### Signal wires on met1

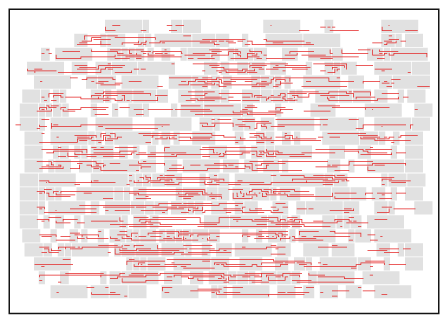
### Routing congestion

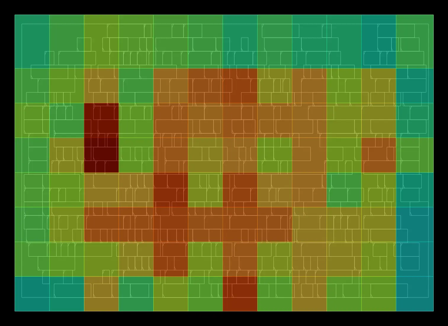
[src/rtl/div_nm_signed_seq.sv]
// Sequential N/M signed restoring divider, one quotient bit per cycle.
// Define DIV_ZERO_CHECK_EN to detect B == 0 and short-circuit the result.
module div_nm_signed_seq #(
    parameter int N = 8,
    parameter int M = 5
) (
    input  logic         clk,
    input  logic         rst,
    input  logic         in_valid,
    output logic         in_ready,
    input  logic [N-1:0] A,
    input  logic [M-1:0] B,
    output logic         out_valid,
    input  logic         out_ready,
    output logic [N-1:0] Quot,
    output logic [M-1:0] Rem,
    output logic         div_by_zero,
    output logic         overflow
);

    localparam int CW = $clog2(N);

    typedef enum logic [2:0] {IDLE, PREP, CALC, FIX, DONE} state_t;

    state_t         state_q, state_d;
    logic [N-1:0]   a_q, a_d;
    logic [M-1:0]   b_q, b_d;
    logic           qneg_q, qneg_d;
    logic           rneg_q, rneg_d;
    logic [M-1:0]   bmag_q, bmag_d;
    logic [N-1:0]   qsr_q, qsr_d;
    logic [M-1:0]   r_q, r_d;
    logic [CW-1:0]  cnt_q, cnt_d;
    logic [N-1:0]   quot_q, quot_d;
    logic [M-1:0]   rem_q, rem_d;
    logic           ovf_q, ovf_d;
    logic           ov_q, ov_d;
`ifdef DIV_ZERO_CHECK_EN
    logic           dbz_q, dbz_d;
`endif

    logic [M:0]     rsh;
    logic [M-1:0]   diff;
    logic           ge;

    // Partial remainder stays below |B| <= 2^(M-1), so M bits hold it;
    // only the shifted trial value needs the extra top bit.
    assign rsh  = {r_q, qsr_q[N-1]};
    assign ge   = rsh >= {1'b0, bmag_q};
    assign diff = rsh[M-1:0] - bmag_q;

    always_comb begin
        state_d = state_q;
        a_d     = a_q;
        b_d     = b_q;
        qneg_d  = qneg_q;
        rneg_d  = rneg_q;
        bmag_d  = bmag_q;
        qsr_d   = qsr_q;
        r_d     = r_q;
        cnt_d   = cnt_q;
        quot_d  = quot_q;
        rem_d   = rem_q;
        ovf_d   = ovf_q;
        ov_d    = ov_q;
`ifdef DIV_ZERO_CHECK_EN
        dbz_d   = dbz_q;
`endif
        unique case (state_q)
            IDLE: begin
                if (in_valid) begin
                    a_d     = A;
                    b_d     = B;
                    qneg_d  = A[N-1] ^ B[M-1];
                    rneg_d  = A[N-1];
`ifdef DIV_ZERO_CHECK_EN
                    dbz_d   = 1'b0;
`endif
                    state_d = PREP;
                end
            end
            PREP: begin
                qsr_d   = a_q[N-1] ? N'(-a_q) : a_q;
                bmag_d  = b_q[M-1] ? M'(-b_q) : b_q;
                r_d     = '0;
                cnt_d   = CW'(N - 1);
                state_d = CALC;
`ifdef DIV_ZERO_CHECK_EN
                // Zero divisor bypasses the iterations; FIX emits the fixed result.
                if (b_q == '0) begin
                    dbz_d   = 1'b1;
                    state_d = FIX;
                end
`endif
            end
            CALC: begin
                qsr_d = {qsr_q[N-2:0], ge};
                r_d   = ge ? diff : rsh[M-1:0];
                if (cnt_q == '0) begin
                    state_d = FIX;
                end else begin
                    cnt_d = cnt_q - 1'b1;
                end
            end
            FIX: begin
                quot_d  = qneg_q ? N'(-qsr_q) : qsr_q;
                rem_d   = rneg_q ? M'(-r_q) : r_q;
                ovf_d   = (a_q == {1'b1, {(N-1){1'b0}}}) && (b_q == '1);
`ifdef DIV_ZERO_CHECK_EN
                if (dbz_q) begin
                    quot_d = '1;
                    rem_d  = '0;
                    ovf_d  = 1'b0;
                end
`endif
                ov_d    = 1'b1;
                state_d = DONE;
            end
            DONE: begin
                if (out_ready) begin
                    ov_d    = 1'b0;
                    state_d = IDLE;
                end
            end
            default: state_d = IDLE;
        endcase
    end

    always_ff @(posedge clk) begin
        if (rst) begin
            state_q <= IDLE;
            a_q     <= '0;
            b_q     <= '0;
            qneg_q  <= 1'b0;
            rneg_q  <= 1'b0;
            bmag_q  <= '0;
            qsr_q   <= '0;
            r_q     <= '0;
            cnt_q   <= '0;
            quot_q  <= '0;
            rem_q   <= '0;
            ovf_q   <= 1'b0;
            ov_q    <= 1'b0;
`ifdef DIV_ZERO_CHECK_EN
            dbz_q   <= 1'b0;
`endif
        end else begin
            state_q <= state_d;
            a_q     <= a_d;
            b_q     <= b_d;
            qneg_q  <= qneg_d;
            rneg_q  <= rneg_d;
            bmag_q  <= bmag_d;
            qsr_q   <= qsr_d;
            r_q     <= r_d;
            cnt_q   <= cnt_d;
            quot_q  <= quot_d;
            rem_q   <= rem_d;
            ovf_q   <= ovf_d;
            ov_q    <= ov_d;
`ifdef DIV_ZERO_CHECK_EN
            dbz_q   <= dbz_d;
`endif
        end
    end

    assign in_ready  = (state_q == IDLE);
    assign out_valid = ov_q;
    assign Quot      = quot_q;
    assign Rem       = rem_q;
    assign overflow  = ovf_q;
`ifdef DIV_ZERO_CHECK_EN
    assign div_by_zero = dbz_q;
`else
    assign div_by_zero = 1'b0;
`endif

endmodule

[config.mk]
export PLATFORM = sky130hd
export DESIGN_NAME = div_nm_signed_seq
export DESIGN_NICKNAME = d
export VERILOG_FILES = /design/src/rtl/div_nm_signed_seq.sv
export SDC_FILE = /design/constraint.sdc
export NUM_CORES = 1
export LEC_CHECK = 0
export CORE_ASPECT_RATIO = 0.7
export CORE_UTILIZATION = 60
export CTS_CLUSTER_SIZE = 25
export DETAILED_ROUTE_END_ITERATION = 16
export GPL_ROUTABILITY_DRIVEN = 0
export HOLD_SLACK_MARGIN = 0.08
export PLACE_DENSITY = 0.86
export SLEW_MARGIN = 10
export SYNTH_ARGS = -nofsm -noshare
export SYNTH_HDL_FRONTEND = slang
export SYNTH_SLANG_ARGS = --single-unit
export TNS_END_PERCENT = 5
[constraint.sdc]
create_clock -name clk -period 3.87 [get_ports clk]
set_input_delay 0.5805 -clock clk [delete_from_list [all_inputs] [get_ports clk]]
set_output_delay 0.5805 -clock clk [all_outputs]
set_load 0.03 [all_outputs]
==> impl_report.txt <==
RUN METRICS
----------------------------------------------------
[GRT]
  Antenna violations before repair ........................ 0
  All-layer global routing usage ........................ 0.2532
  Met3 routing resource usage after global routing ........................ 0.04628
  Largest net degree at the start of global routing ........................ 52

[Finish]
  Antenna fix cells ........................ 0
  Flip-flop and latch area ........................ 1061 um2
  Combinational cell area excluding buffers and inverters ........................ 1539 um2
  Top cell excl fill/tap ........................ dfxtp_1
  Logic share of the area ........................ 0.4856
  Tally of filler cells in the layout ........................ 359
  Cell kind with the greatest summed area ........................ multi-input combinational cells
  Most frequent cells in the layout ........................ dfxtp_1, nand2_1, clkdlybuf4s50_1
  Fin nets ........................ 380
  Number of flip-flops and latches ........................ 53
  Number of clock buffers in the layout ........................ 6

[Yosys]
  Count of instantiated cells in the yosys netlist ........................ 331
  Floorplan Nets ........................ 361
  Dominant cell by count in the synthesized netlist ........................ dfxtp_1
  Post-synth mux share ........................ 0.01801
  Top post-synthesis cells by count ........................ dfxtp_1, nand2_1, a21oi_1
  Synthesized netlist cell count ........................ 331
  Seq cells post-synth ........................ 53

[Routing]
  Detail Route met2 WL ........................ 2508 um
  Average via count per standard cell ........................ 5.709
  Iteration-0 DRC Markers ........................ 209
  Length of routed met3 wiring ........................ 336 um

[Clock network]
  Number of buffers inserted during clock tree synthesis ........................ 5
  CTS tree ........................ built

[Critical path]
  Type of origin of the critical path ........................ flop
  Crit path capture ........................ in_ready
  Largest fanout on the critical path ........................ 10
  RR Endpoint ........................ r_q[1]
  Critical path required time ........................ 3290 ps
  Category of the critical setup timing path ........................ reg2out
  Register-to-Register Setup Slack ........................ 1700 ps

[STA]
  Setup ws final ........................ 1500 ps
  Minimum hold slack ........................ 460.6 ps
  Unrepaired setup endpoints after global routing ........................ no
  Min cycle time layout ........................ 2370 ps
  Number of slew-limit violations in the final report ........................ 0
  Achievable frequency ........................ 422.0 MHz
  Final number of setup-violating endpoints ........................ 0

[Power and ir drop]
  Maximum resistive drop on vdd ........................ 414.3 uV
  Tot Pwr ........................ 2.106 mW
  Clock network fraction of design power ........................ 0.141
  Pint ........................ 1.217 mW

[Placed design]
  Placed Instance Area ........................ 3087 um2
  Worst-case setup slack after placement ........................ 1716 ps

[Job]
  Max capacitance violation total ........................ 0

[Outcome]
  Run status ........................ finished, final reports clean

[Die]
  Number of top-level pins ........................ 34
  Site row count ........................ 20

----------------------------------------------------
Back to the opening pictures, 'Signal wires on met1':
- share of all routed wire: 48%
- nets with wire on the layer: 340
- longest straight run: 27.6 um
- main direction: horizontal
DR vias: 2318
post-detailed-routing wire length: 5665 um

Back to the opening pictures, 'Routing congestion':
fin util: 0.7196
M2 GR Usage: 0.4192

## power by group through the flow
stage               Sequential [mW]  Clock (mW)  Combinational [mW]
global route                  0.840       0.327                1.12
detailed placement            0.829           0               0.983
finish                        0.818       0.298               0.991
CTS                           0.816       0.307               0.988
floorplan                     0.784           0               0.796
global placement              0.820           0               0.960
## sequential cells by signal, summed over array words and instances (netlist names), 3 cells and up
name     cells
state_q      3
r_q          5
cnt_q        3
Rem          5
Quot         8
qsr_q        8
a_q          8
bmag_q       5
b_q          5
## critical path: stages (launching register included)
cell and delay [ps]:
dfxtp_1 410, nor3_2 340, clkdlybuf4s50_1 730
Power is estimated from default activity; no workload was simulated.
